### src/rtl/s526_bist_pkg.sv
// Shared types, tap constants and step functions for the s526 BIST sequencer.
// Both the controller and its MISR use the step functions.
package s526_bist_pkg;

  localparam int unsigned SIG_W = 16;

  // Tap masks: LFSR x^16+x^14+x^13+x^11+1 (bits 15,13,12,10); MISR bits 15,14,12,3.
  localparam logic [SIG_W-1:0] LFSR_TAPS = 16'hB400;
  localparam logic [SIG_W-1:0] MISR_TAPS = 16'hD008;

  typedef enum logic [2:0] {
    StIdle,
    StFlush,
    StRun,
    StDrain,
    StDone
  } state_e;

  function automatic logic [SIG_W-1:0] lfsr_step(input logic [SIG_W-1:0] l);
    return {l[SIG_W-2:0], ^(l & LFSR_TAPS)};
  endfunction

  function automatic logic [SIG_W-1:0] misr_step(input logic [SIG_W-1:0] m,
                                                 input logic [SIG_W-1:0] d);
    return {m[SIG_W-2:0], ^(m & MISR_TAPS)} ^ d;
  endfunction

endpackage

### src/rtl/bist_misr16.sv
// 16-bit multiple-input signature register compacting the DUT response stream.
// init reloads the seed at the start of every test; en gates each capture.
module bist_misr16
  import s526_bist_pkg::*;
#(
  parameter logic [SIG_W-1:0] MISR_SEED = 16'h0000
) (
  input  logic             CLOCK,
  input  logic             RESET,
  input  logic             init,
  input  logic             en,
  input  logic [SIG_W-1:0] din,
  output logic [SIG_W-1:0] sig
);

  logic [SIG_W-1:0] sig_q;

  always_ff @(posedge CLOCK) begin
    if (RESET || init) begin
      sig_q <= MISR_SEED;
    end else if (en) begin
      sig_q <= misr_step(sig_q, din);
    end
  end

  assign sig = sig_q;

endmodule

### src/rtl/s526_bist_ctrl.sv
// BIST sequencer for s526: flush vector, LFSR patterns, MISR compaction and
// a golden-signature compare, driven by a START/DONE handshake.
module s526_bist_ctrl
  import s526_bist_pkg::*;
#(
  parameter int unsigned      N_IN      = 3,
  parameter int unsigned      N_OUT     = 6,
  parameter int unsigned      PAT_CNT   = 256,
  parameter int unsigned      FLUSH_CYC = 8,
  parameter logic [N_IN-1:0]  FLUSH_VEC = 3'b001,
  parameter logic [SIG_W-1:0] LFSR_SEED = 16'hACE1,
  parameter logic [SIG_W-1:0] MISR_SEED = 16'h0000,
  localparam int unsigned     CNT_W     = $clog2(PAT_CNT + 1)
) (
  input  logic             CLOCK,
  input  logic             RESET,
  input  logic             START,
  input  logic             ABORT,
  input  logic [SIG_W-1:0] GOLDEN_SIG,
  input  logic [N_OUT-1:0] DUT_OUT,
  output logic [N_IN-1:0]  DUT_IN,
  output logic             BUSY,
  output logic             DONE,
  output logic             PASS,
  output logic [SIG_W-1:0] SIGNATURE,
  output logic [CNT_W-1:0] PAT_IDX
);

  localparam logic [CNT_W-1:0] FLUSH_LAST = CNT_W'(FLUSH_CYC - 1);
  localparam logic [CNT_W-1:0] PAT_LAST   = CNT_W'(PAT_CNT - 1);

  state_e           state_q, state_d;
  logic [CNT_W-1:0] cnt_q, cnt_d;
  logic [SIG_W-1:0] lfsr_q, lfsr_d;
  logic [N_IN-1:0]  dut_in_q, dut_in_d;
  logic             cap_en_q;
  logic             pass_q, pass_d;
  logic             busy;
  logic             misr_init;
  logic             misr_en;
  logic [SIG_W-1:0] misr_din;
  logic [SIG_W-1:0] sig;

  assign busy     = (state_q == StFlush) || (state_q == StRun) || (state_q == StDrain);
  assign misr_din = SIG_W'(DUT_OUT);
  // cap_en_q lingers one cycle after an abort from RUN; the state gate keeps SIGNATURE frozen.
  assign misr_en  = cap_en_q && !ABORT && ((state_q == StRun) || (state_q == StDrain));

  always_comb begin
    state_d   = state_q;
    cnt_d     = cnt_q;
    lfsr_d    = lfsr_q;
    dut_in_d  = dut_in_q;
    pass_d    = pass_q;
    misr_init = 1'b0;
    unique case (state_q)
      StIdle, StDone: begin
        if (START) begin
          state_d   = StFlush;
          cnt_d     = '0;
          lfsr_d    = LFSR_SEED;
          dut_in_d  = FLUSH_VEC;
          pass_d    = 1'b0;
          misr_init = 1'b1;
        end
      end
      StFlush: begin
        if (cnt_q == FLUSH_LAST) begin
          state_d  = StRun;
          cnt_d    = '0;
          dut_in_d = lfsr_q[N_IN-1:0];
          lfsr_d   = lfsr_step(lfsr_q);
        end else begin
          cnt_d = cnt_q + 1'b1;
        end
      end
      StRun: begin
        if (cnt_q == PAT_LAST) begin
          state_d  = StDrain;
          cnt_d    = '0;
          dut_in_d = FLUSH_VEC;
        end else begin
          cnt_d    = cnt_q + 1'b1;
          dut_in_d = lfsr_q[N_IN-1:0];
          lfsr_d   = lfsr_step(lfsr_q);
        end
      end
      StDrain: begin
        // The last capture lands on this same edge, so compare the post-capture value.
        state_d = StDone;
        pass_d  = (misr_step(sig, misr_din) == GOLDEN_SIG);
      end
      default: state_d = StIdle;
    endcase
    if (busy && ABORT) begin
      state_d  = StIdle;
      cnt_d    = '0;
      dut_in_d = FLUSH_VEC;
      pass_d   = 1'b0;
    end
  end

  always_ff @(posedge CLOCK) begin
    if (RESET) begin
      state_q  <= StIdle;
      cnt_q    <= '0;
      lfsr_q   <= LFSR_SEED;
      dut_in_q <= FLUSH_VEC;
      cap_en_q <= 1'b0;
      pass_q   <= 1'b0;
    end else begin
      state_q  <= state_d;
      cnt_q    <= cnt_d;
      lfsr_q   <= lfsr_d;
      dut_in_q <= dut_in_d;
      cap_en_q <= (state_q == StRun);
      pass_q   <= pass_d;
    end
  end

  bist_misr16 #(
    .MISR_SEED (MISR_SEED)
  ) u_misr (
    .CLOCK (CLOCK),
    .RESET (RESET),
    .init  (misr_init),
    .en    (misr_en),
    .din   (misr_din),
    .sig   (sig)
  );

  assign DUT_IN    = dut_in_q;
  assign BUSY      = busy;
  assign DONE      = (state_q == StDone);
  assign PASS      = pass_q && (state_q == StDone);
  assign SIGNATURE = sig;
  assign PAT_IDX   = (state_q == StRun) ? cnt_q : '0;

endmodule

### config.mk
export PLATFORM = sky130hd
export DESIGN_NAME = s526_bist_ctrl
export DESIGN_NICKNAME = d
export VERILOG_FILES = /design/src/rtl/s526_bist_pkg.sv /design/src/rtl/bist_misr16.sv /design/src/rtl/s526_bist_ctrl.sv
export SDC_FILE = /design/constraint.sdc
export NUM_CORES = 1
export LEC_CHECK = 0
export ABC_AREA = 1
export CORE_UTILIZATION = 40
export DETAILED_ROUTE_END_ITERATION = 8
export PLACE_DENSITY = 0.7
export SLEW_MARGIN = 20
export SYNTH_ARGS = -nofsm -noshare
export SYNTH_HDL_FRONTEND = slang
export SYNTH_HIERARCHICAL = 1
export SYNTH_SLANG_ARGS = --single-unit
### constraint.sdc
create_clock -name CLOCK -period 2.1 [get_ports CLOCK]
set_input_delay 0.21 -clock CLOCK [delete_from_list [all_inputs] [get_ports CLOCK]]
set_output_delay 0.21 -clock CLOCK [all_outputs]
set_load 0.05 [all_outputs]
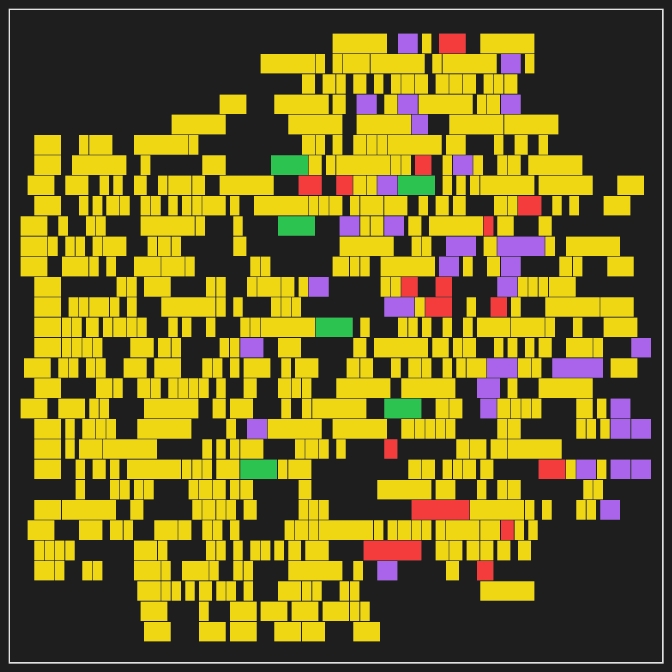
drive_strength.png
colour	size	cells
green	drive 6 and up	6
purple	drive 3 to 4	32
yellow	drive 1 or less	470
red	drive 2	16

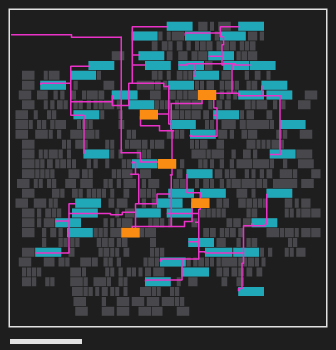
clock_map.png
Bar = 20 um.
[orange] cells driving clock nets | count: 5
[magenta] clock wires | length: 613 um
[cyan] flip-flops | count: 49
routed clock nets	6
worst-skew pair later-pin latency: 300 ps
Worst Skew: 8.78 ps
power share of the clock group: 0.186

==> run_results.csv <==
group,metric,value,unit
power,power.density,847,nW/um2
min_path,whs_endpoint,"lfsr_q[5]$_SDFFE_PP1P_",
grt,antenna_found_initial,0,
synth,async_flop_share,0,
synth,flop_cell,"dfxtp_1",
worst_setup_path,crit_chain,"ha_1 -> nand2_2 -> clkinv_2 -> nand4_1 -> nor2_1 -> inv_1 -> nor2_1 -> ha_1 -> nand2_2 -> nand3_4 -> buf_4 -> a21oi_1 -> nand2_1",
power,power_frac_seq,0.358,
cells_and_area,n_antenna_cell,0,
die,std_cell_rows,30,
synth,ys_area,2920,um2
cells_and_area,sh_seq_area,0.263,
grt,busiest_layer,"met2",
placement,gp_congestion,0.861,
synth,synth_xor_xnor_area_share,0.0780,
final_timing,timing.final.crit_share,0.957,
grt,grt_max_degree,19,
final_timing,final_max_slew_viol_count,0,
synth,synth.most_common_cell,"nand2_1",
synth,synthCells,448,
routing,num_vias,2823,
placement,dp.cells,603,
worst_setup_path,crit_slowest_cell,"dfxtp_2",
power,switching_share,0.408,
cts,cts_tree,"built",
run_status,status,"finished clean",
synth,synth.area.top_cells,"dfxtp_1 (34%), nand2_1 (13%), inv_1 (9.8%)",
synth,ys_ff,49,
cells_and_area,ff_latch_area,983,um2
routing,drt_wl_total,6630,um
synth,mux_area_frac,0,
cells_and_area,fill_cells,694,
die,taps,96,
min_path,hold_class,"flop to flop",
worst_setup_path,critPathMaxStageDelay,350,ps
synth,yosys_cells,448,
routing,wirelength_met1,3170,um
final_timing,tightest_slew,543,ps
min_path,whs_path_depth,2,
power,power_clock,0.000588,W
cells_and_area,finalInstanceArea,3740,um2
worst_setup_path,r2r_slack,90,ps
routing,dr.pass1.iters,4,
routing,drc,0,
cells_and_area,clkbuf_count,6,
final_timing,final.setup.worst_slack,91.0,ps
placement,place_hpwl,4750,um
cells_and_area,utilization,0.542,
placement,placed_area,3550,um2
routing,antenna_left,0,
worst_setup_path,required,2300,ps
synth,netlist_area,2920,um2
cells_and_area,signal_buffers,70,
final_timing,min_period,2010,ps
cts,clkSinkCount,49,
power,p_switching,0.00129,W
worst_setup_path,r2r_cells,13,
cts,post_cts_resized,0,
cts,ctsHoldBuffers,0,
grt,grt_pass1_wl,10800,um
worst_setup_path,r2r_end,"lfsr_q[11]$_SDFFE_PP1P_",
synth,ys_sh_aoi,0.123,
power,ir_drop,0.339,mV
cts,clockRootBuffer,"clkbuf_8",
final_timing,max_slew_margin,0.638,
routing,drtIter0Drc,115,
final_timing,setup_viol,0,
synth,yosysTopAreaCellShare,0.336,
power,total_power,0.00317,W
worst_setup_path,crit_cells,13,
cells_and_area,largestClassByArea,"combinational gates",
die,die-area,7650,um2
placement,io_buffers,56,
worst_setup_path,crit_fanout,7,
routing,wl_per_cell,10.7,um
worst_setup_path,crit_path_start_kind,"flop",
cells_and_area,n_all_inverters,80,
power,power.internal,0.00188,W
min_path,min_from,"lfsr_q[5]$_SDFFE_PP1P_",
cts,max-clock-path-buffers,2,
cts,cts_setup_buffers,0,
routing,wl_met3,323,um
placement,pre_cts_ws,49.2,ps
grt,grt_use_met1,0.226,
cells_and_area,flops,49,
No activity file was given, so power comes from the tool's default toggle rates.
